### src/rtl/dac_i2s_pkg.sv
// Shared types and limits for the I2S / left-justified DAC serial transmitter.
package dac_i2s_pkg;
  typedef enum logic {FMT_I2S, FMT_LJ} fmt_t;
  typedef enum logic [1:0] {S_IDLE, S_RUN, S_STOP} tx_state_t;
  localparam int MAX_SLOT = 32;
  localparam int IDX_W    = $clog2(2 * MAX_SLOT);
endpackage

### src/rtl/dac_i2s_tx_sample_fifo.sv
// Stereo-pair sample FIFO: registered level, push refused when full, pop refused when empty.
module sample_fifo #(
  parameter int W     = 48,
  parameter int DEPTH = 4
) (
  input  logic                     i_clk,
  input  logic                     i_rst_n,
  input  logic                     i_push,
  input  logic [W-1:0]             i_din,
  input  logic                     i_pop,
  output logic [W-1:0]             o_dout,
  output logic                     o_full,
  output logic                     o_empty,
  output logic [$clog2(DEPTH):0]   o_level
);
  localparam int AW = $clog2(DEPTH);

  logic [W-1:0]  r_mem [DEPTH];
  logic [AW-1:0] r_wr;
  logic [AW-1:0] r_rd;
  logic [AW:0]   r_level;
  logic          w_push;
  logic          w_pop;

  assign o_full  = (r_level == (AW+1)'(DEPTH));
  assign o_empty = (r_level == '0);
  assign o_level = r_level;
  assign o_dout  = r_mem[r_rd];
  assign w_push  = i_push && !o_full;
  assign w_pop   = i_pop && !o_empty;

  always_ff @(posedge i_clk) begin
    if (w_push) r_mem[r_wr] <= i_din;
  end

  // Pointers wrap naturally because DEPTH is a power of two.
  always_ff @(posedge i_clk or negedge i_rst_n) begin
    if (!i_rst_n) begin
      r_wr    <= '0;
      r_rd    <= '0;
      r_level <= '0;
    end else begin
      if (w_push) r_wr <= r_wr + 1'b1;
      if (w_pop)  r_rd <= r_rd + 1'b1;
      if (w_push && !w_pop)      r_level <= r_level + 1'b1;
      else if (!w_push && w_pop) r_level <= r_level - 1'b1;
    end
  end
endmodule

### src/rtl/dac_i2s_tx.sv
// Stereo DAC serialiser (I2S or left-justified) fed by a sample FIFO, one pair per frame.
// Define DAC_I2S_TX_ZERO_ON_UNDERRUN_EN to send silence on underrun instead of repeating the last pair.
module dac_i2s_tx
  import dac_i2s_pkg::*;
#(
  parameter int   WIDTH      = 24,
  parameter int   SLOT       = 32,
  parameter int   BCLK_DIV   = 1,
  parameter int   FIFO_DEPTH = 4,
  parameter fmt_t MODE       = FMT_I2S
) (
  input  logic                          MCLK,
  input  logic                          RESET_N,
  input  logic                          ENABLE,
  input  logic                          IN_VALID,
  output logic                          IN_READY,
  input  logic [WIDTH-1:0]              IN_LEFT,
  input  logic [WIDTH-1:0]              IN_RIGHT,
  output logic                          BCLK,
  output logic                          DACLRC,
  output logic                          DACDAT,
  output logic                          UNDERRUN,
  output logic [$clog2(FIFO_DEPTH):0]   FIFO_LEVEL
);
  localparam int                PW        = 2 * WIDTH;
  localparam int                DIV_W     = (BCLK_DIV > 1) ? $clog2(BCLK_DIV) : 1;
  localparam logic [DIV_W-1:0]  DIV_LAST  = DIV_W'(BCLK_DIV - 1);
  localparam logic [IDX_W-1:0]  IDX_LAST  = IDX_W'(2 * SLOT - 1);
  localparam logic [IDX_W-1:0]  IDX_RIGHT = IDX_W'(SLOT);

  tx_state_t        r_state;
  logic [DIV_W-1:0] r_div;
  logic [IDX_W-1:0] r_idx;
  logic             r_bclk;
  logic             r_lrc;
  logic             r_dat;
  logic             r_underrun;
  logic [PW-1:0]    r_shadow;

  logic             w_full;
  logic             w_empty;
  logic             w_push;
  logic             w_pop;
  logic             w_fall;
  logic             w_start;
  logic             w_stop_done;
  logic             w_bit;
  logic [PW-1:0]    w_head;
  logic [PW-1:0]    w_fill;
  logic [PW-1:0]    w_pair;
  logic [IDX_W-1:0] w_next_idx;

  // Serial bit for frame position idx; pair is {left, right}.
  function automatic logic bit_at(input logic [IDX_W-1:0] idx, input logic [PW-1:0] pair);
    logic [WIDTH-1:0] s;
    logic [WIDTH-1:0] sh;
    int               k;
    k  = int'(idx);
    s  = pair[PW-1:WIDTH];
    sh = '0;
    if (k >= SLOT) begin
      k = k - SLOT;
      s = pair[WIDTH-1:0];
    end
    if (MODE == FMT_LJ) begin
      if (k < WIDTH) sh = s << k;
    end else if (k >= 1 && k <= WIDTH) begin
      sh = s << (k - 1);
    end
    return sh[WIDTH-1];
  endfunction

  sample_fifo #(
    .W     (PW),
    .DEPTH (FIFO_DEPTH)
  ) u_fifo (
    .i_clk   (MCLK),
    .i_rst_n (RESET_N),
    .i_push  (w_push),
    .i_din   ({IN_LEFT, IN_RIGHT}),
    .i_pop   (w_pop),
    .o_dout  (w_head),
    .o_full  (w_full),
    .o_empty (w_empty),
    .o_level (FIFO_LEVEL)
  );

`ifdef DAC_I2S_TX_ZERO_ON_UNDERRUN_EN
  assign w_fill = '0;
`else
  assign w_fill = r_shadow;
`endif

  assign IN_READY    = !w_full;
  assign w_push      = IN_VALID && !w_full;
  assign w_fall      = (r_state != S_IDLE) && r_bclk && (r_div == DIV_LAST);
  // A new frame starts from idle, or back-to-back when the last bit ends with ENABLE still high.
  assign w_start     = ((r_state == S_IDLE) && ENABLE) || (w_fall && (r_idx == IDX_LAST) && ENABLE);
  assign w_stop_done = w_fall && (r_idx == IDX_LAST) && !ENABLE;
  assign w_pop       = w_start && !w_empty;
  assign w_pair      = w_start ? (w_empty ? w_fill : w_head) : r_shadow;
  assign w_next_idx  = w_start ? '0 : r_idx + 1'b1;
  assign w_bit       = bit_at(w_next_idx, w_pair);

  always_ff @(posedge MCLK or negedge RESET_N) begin
    if (!RESET_N) begin
      r_state    <= S_IDLE;
      r_div      <= '0;
      r_idx      <= '0;
      r_bclk     <= 1'b0;
      r_lrc      <= 1'b0;
      r_dat      <= 1'b0;
      r_underrun <= 1'b0;
      r_shadow   <= '0;
    end else begin
      r_underrun <= w_start && w_empty;

      if (w_stop_done)                         r_state <= S_IDLE;
      else if (r_state != S_IDLE || ENABLE)    r_state <= ENABLE ? S_RUN : S_STOP;

      if (r_state == S_IDLE || w_start || w_stop_done) begin
        r_div  <= '0;
        r_bclk <= 1'b0;
      end else if (r_div == DIV_LAST) begin
        r_div  <= '0;
        r_bclk <= ~r_bclk;
      end else begin
        r_div  <= r_div + 1'b1;
      end

      // Data and word-select move only together with the BCLK falling edge.
      if (w_stop_done) begin
        r_idx <= '0;
        r_lrc <= 1'b0;
        r_dat <= 1'b0;
      end else if (w_start || w_fall) begin
        r_idx <= w_next_idx;
        r_lrc <= (w_next_idx >= IDX_RIGHT);
        r_dat <= w_bit;
      end

      if (w_start) r_shadow <= w_pair;
    end
  end

  assign BCLK     = r_bclk;
  assign DACLRC   = r_lrc;
  assign DACDAT   = r_dat;
  assign UNDERRUN = r_underrun;
endmodule
### config.mk
export PLATFORM = sky130hd
export DESIGN_NAME = dac_i2s_tx
export DESIGN_NICKNAME = d
export VERILOG_FILES = /design/src/rtl/dac_i2s_pkg.sv /design/src/rtl/dac_i2s_tx_sample_fifo.sv /design/src/rtl/dac_i2s_tx.sv
export SDC_FILE = /design/constraint.sdc
export NUM_CORES = 1
export LEC_CHECK = 0
export ABC_CLOCK_PERIOD_IN_PS = 5800
export CAP_MARGIN = 20
export CORE_ASPECT_RATIO = 2
export CORE_MARGIN = 4
export CORE_UTILIZATION = 55
export CTS_BUF_LIST = sky130_fd_sc_hd__clkbuf_4 sky130_fd_sc_hd__clkbuf_8
export DETAILED_ROUTE_END_ITERATION = 10
export HOLD_SLACK_MARGIN = 0.1
export PLACE_DENSITY = 0.86
export SLEW_MARGIN = 30
export SYNTH_ARGS = -nofsm -noshare
export SYNTH_HDL_FRONTEND = slang
export SYNTH_SLANG_ARGS = --single-unit
### constraint.sdc
create_clock -name MCLK -period 5.8 [get_ports MCLK]
set_clock_uncertainty 0.1 [all_clocks]
set_input_delay 1.16 -clock MCLK [delete_from_list [all_inputs] [get_ports MCLK]]
set_output_delay 1.16 -clock MCLK [all_outputs]
set_load 0.005 [all_outputs]
==> job_summary.md, run 1 <==
## Implementation flow summary

| Metric | Value |
|---|---|
| CP bufs+invs | 3 |
| DRT met1 WL | 7330 microns |
| M3 GR Usage | 2.78% |
| Crit. End Element | flop |
| # IOs | 60 |
| Synth Register Bits | 259 |
| Status | complete, no violations |
| Worst-skew pair later-pin latency | 540 ps |
| Hold Path End | r_shadow[13] |
| Register share after synthesis | 70.4% |
| Number of synthesis warnings | 0 |
| Top Metal Used | met4 |
| YS chip area | 10600 sq um |
| Total die area | 21600 sq um |
| # Cells Yosys | 635 |
| Cell Area, Synth | 10600 sq um |
| Leak | 0.00445 uW |
| Fillers | 1334 |
| Postcts setup bufs | 0 |
| Largest net degree at the start of global routing | 68 |
| 1st-pass router iterations | 5 |
| Regs by FF count | u_fifo.r_mem (192), r_shadow (48), r_idx (6) |
| DRC marker count from the first detailed-route iteration | 332 |
| Longest Clk Path Bufs | 3 |
| Worst Setup EP | DACDAT |
| Final slew viol count | 0 |
| Length in cells of the worst reg-to-reg path | 14 |
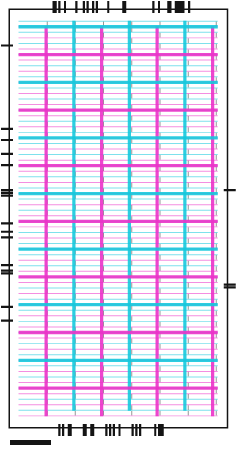
(run_1/floorplan.png)
Scale bar: 20 microns. Pins as bars on the die edge. Tap cells in gray.
Key: VDD = cyan; VSS = magenta
7 straps on met4. 60 signal pins sit on the boundary. 14 straps on met5. The core has 71 rows. 255 tap cells.
core area: 18800 sq um
die height: 204 microns
VDD IR max: 0.247 mV
die width: 106 microns

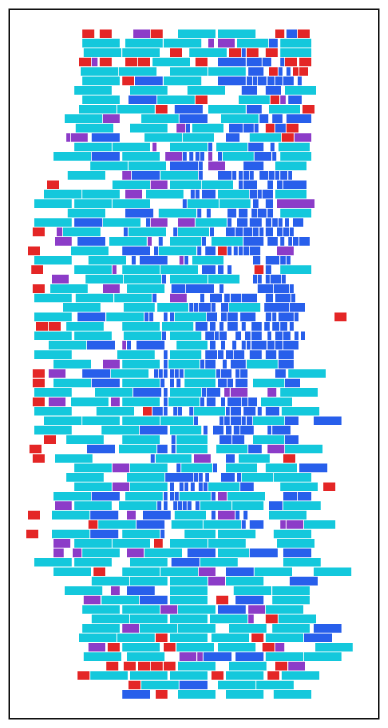
(run_1/class_map.png)
Key: sequential cells = cyan [cells 259]; clock drivers and dummy loads = purple [cells 64]; remaining buffers and delay cells = red [cells 69]; remaining logic cells = blue [cells 348]
fin area: 12100 sq um
Site Rows: 71
Seq area share: 61.5%
Final Util: 64.3%

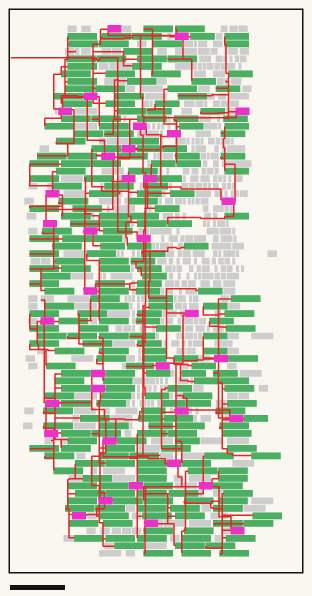
(run_1/clock_wires.png)
Scale bar: 20 microns.
Key: flip-flops = green [count 259]; clock-net drivers = magenta [count 35]; clock wires = red [length 2860 microns]
There are 36 routed clock nets.
Power Clock: 1350 uW
clock share of power: 22.4%

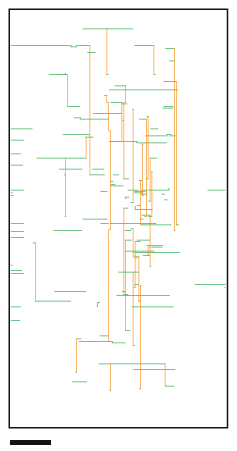
(run_1/layers.png)
Scale bar: 20 microns. Only two layers are drawn.
Key: M4 = orange [wire length 1040 microns]; M3 = green [wire length 836 microns]
WL final: 21200 microns
Vias: 5830
post-DR wirelength/cell: 21.3 microns
GRT Total Usage: 20.6%

==> run_1/clock_nets.png <==
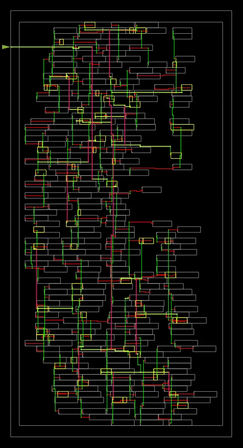

==> inputs of run 2 (changes only) <==
--- a/config.mk
+++ b/config.mk
@@ -5,7 +5,7 @@
 export SDC_FILE = /design/constraint.sdc
 export NUM_CORES = 1
 export LEC_CHECK = 0
-export ABC_CLOCK_PERIOD_IN_PS = 5800
+export ABC_CLOCK_PERIOD_IN_PS = 4350
 export CAP_MARGIN = 20
 export CORE_ASPECT_RATIO = 2
 export CORE_MARGIN = 4
==> constraint.sdc (replaced) <==
create_clock -name MCLK -period 4.35 [get_ports MCLK]
set_clock_uncertainty 0.1 [all_clocks]
set_input_delay 0.87 -clock MCLK [delete_from_list [all_inputs] [get_ports MCLK]]
set_output_delay 0.87 -clock MCLK [all_outputs]
set_load 0.005 [all_outputs]
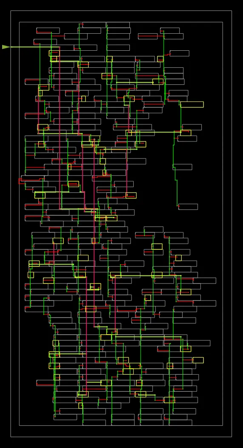
(run_2/clock_nets.png)
clkbuf count: 53
flop count: 259
worst-skew pair later-pin latency: 500 ps

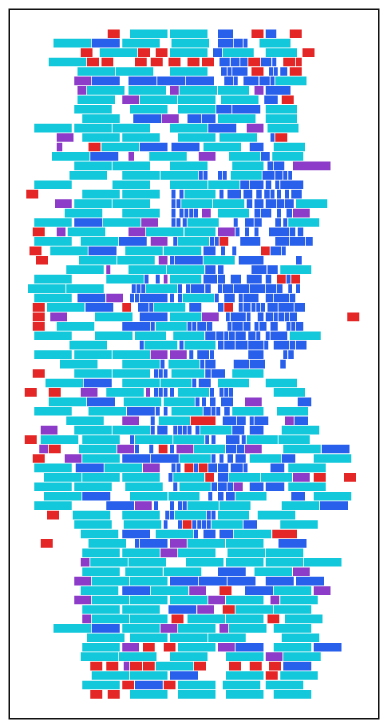
(run_2/class_map.png)
Key: remaining logic cells = blue [cells 348]; remaining buffers and delay cells = red [cells 72]; sequential cells = cyan [cells 259]; clock drivers and dummy loads = purple [cells 61]
Seq area share: 61.1%
Final Util: 64.6%
fin area: 12200 sq um

==> run 2 against run 1 <==
Against the previous run:
- routed wire length down 1.7%
- final cell count unchanged
- cell area up 0.56%
- total power up 34%
==> job_summary.md, run 2 <==
## Implementation flow summary

| Metric | Value |
|---|---|
| Crit. End Element | flop |
| CP bufs+invs | 2 (-1) |
| Cell Area, Synth | 10600 sq um (unchanged) |
| Max-area cell share | 54.6% |
| DRC marker count from the first detailed-route iteration | 374 (+13%) |
| 1st-pass router iterations | 6 (+1) |
| Status | complete, no violations |
| Longest Clk Path Bufs | 3 (unchanged) |
| Total die area | 21600 sq um (unchanged) |
| Register share after synthesis | 70.4% (unchanged) |
| Die height | 204 microns (unchanged) |
| Fillers | 1300 (-2.5%) |
| WL final | 20800 microns (-1.7%) |
| M3 GR Usage | 2.62% (-0.16 points) |
| # IOs | 60 (unchanged) |
| Postcts setup bufs | 0 (unchanged) |
| VDD IR max | 0.345 mV (+40%) |
| Final slew viol count | 0 (unchanged) |
| Top Metal Used | met4 |
| Worst Setup EP | DACDAT |
| Die width | 106 microns (unchanged) |
| Core area | 18800 sq um (unchanged) |
| Synth Register Bits | 259 (unchanged) |
| Vias per inst | 5.76 |
| Fin. Hold Viols | 0 |
| Post-DR wirelength/cell | 21.0 microns (-1.7%) |
| Leak | 0.00449 uW (+0.91%) |
| Largest net degree at the start of global routing | 51 (-25%) |
| Number of synthesis warnings | 0 (unchanged) |
| Power Clock | 1850 uW (+37%) |
| YS chip area | 10600 sq um (unchanged) |
| Length in cells of the worst reg-to-reg path | 13 (-1) |
| Site Rows | 71 (unchanged) |
| # Cells Yosys | 635 (unchanged) |
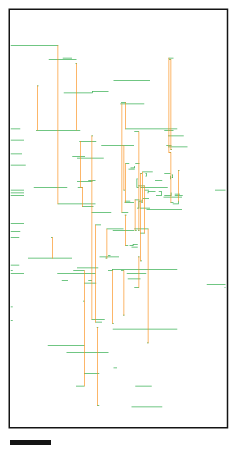
(run_2/layers.png)
Scale bar: 20 microns. Only two layers are drawn.
Key: M3 = green [wire length 763 microns]; M4 = orange [wire length 936 microns]
GRT Total Usage: 20.2%
Vias: 5736

==> inputs of run 3 (changes only) <==
--- a/config.mk
+++ b/config.mk
@@ -11,6 +11,7 @@
 export CORE_MARGIN = 4
 export CORE_UTILIZATION = 55
 export CTS_BUF_LIST = sky130_fd_sc_hd__clkbuf_4 sky130_fd_sc_hd__clkbuf_8
+export CTS_CLUSTER_DIAMETER = 120
 export DETAILED_ROUTE_END_ITERATION = 10
 export HOLD_SLACK_MARGIN = 0.1
 export PLACE_DENSITY = 0.86
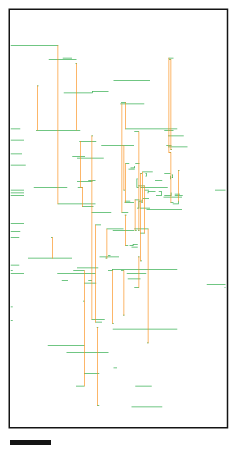
(run_3/layers.png)
Scale bar: 20 microns. Only two layers are drawn.
Key: M3 = green [wire length 763 microns]; M4 = orange [wire length 936 microns]
WL final: 20800 microns
post-DR wirelength/cell: 21.0 microns

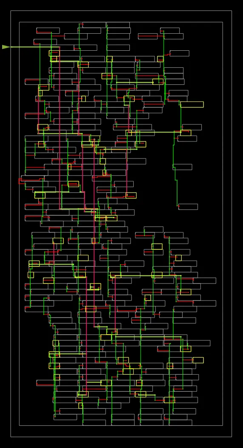
(run_3/clock_nets.png)
Num CTS Buffers: 35
clock sink count: 259
Power Clock: 1850 uW

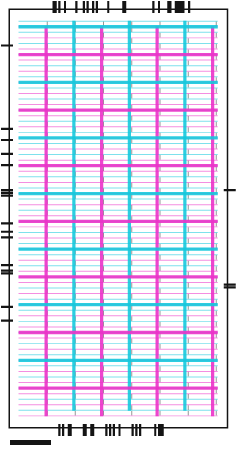
(run_3/floorplan.png)
Scale bar: 20 microns. Pins as bars on the die edge. Tap cells in gray.
Key: VSS = magenta; VDD = cyan
14 straps on met5. 72 met1 rails follow the rows. 255 tap cells. The core has 71 rows. 7 straps on met4.
VDD IR max: 0.345 mV

==> run 3 against run 2 <==
Against the previous run:
- total power unchanged
- global-route usage unchanged
- sequential share of layout area unchanged
- clock-buffer cell count unchanged
- flip-flop count unchanged
- sequential power about the same
- synthesized cell count unchanged
- area after synthesis unchanged
==> job_summary.md, run 3 <==
## Implementation flow summary

| Metric | Value |
|---|---|
| # Cells Yosys | 635 (unchanged) |
| Worst Setup EP | DACDAT |
| Vias per inst | 5.76 (unchanged) |
| Fillers | 1300 (unchanged) |
| Clkbuf count | 53 (unchanged) |
| # IOs | 60 (unchanged) |
| Final slew viol count | 0 (unchanged) |
| Die width | 106 microns (unchanged) |
| YS chip area | 10600 sq um (unchanged) |
| Longest Clk Path Bufs | 3 (unchanged) |
| Crit. End Element | flop |
| Total die area | 21600 sq um (unchanged) |
| Final Util | 64.6% (unchanged) |
| Max-area cell share | 54.6% (unchanged) |
| Fin area | 12200 sq um (unchanged) |
| Flop count | 259 (unchanged) |
| CP bufs+invs | 2 (unchanged) |
| Top Metal Used | met4 |
| Fin. Hold Viols | 0 (unchanged) |
| Synth Register Bits | 259 (unchanged) |
| DRC marker count from the first detailed-route iteration | 374 (unchanged) |
| 1st-pass router iterations | 6 (unchanged) |
| Length in cells of the worst reg-to-reg path | 13 (unchanged) |
| Cell Area, Synth | 10600 sq um (unchanged) |
| Largest net degree at the start of global routing | 51 (unchanged) |
| Seq area share | 61.1% (unchanged) |
| Register share after synthesis | 70.4% (unchanged) |
| Postcts setup bufs | 0 (unchanged) |
| M3 GR Usage | 2.62% (unchanged) |
| Leak | 0.00449 uW (unchanged) |
| Site Rows | 71 (unchanged) |
| Die height | 204 microns (unchanged) |
| Vias | 5736 (unchanged) |
| Worst-skew pair later-pin latency | 500 ps (about the same) |
| Status | complete, no violations |
No activity file was given, so power comes from the tool's default toggle rates.
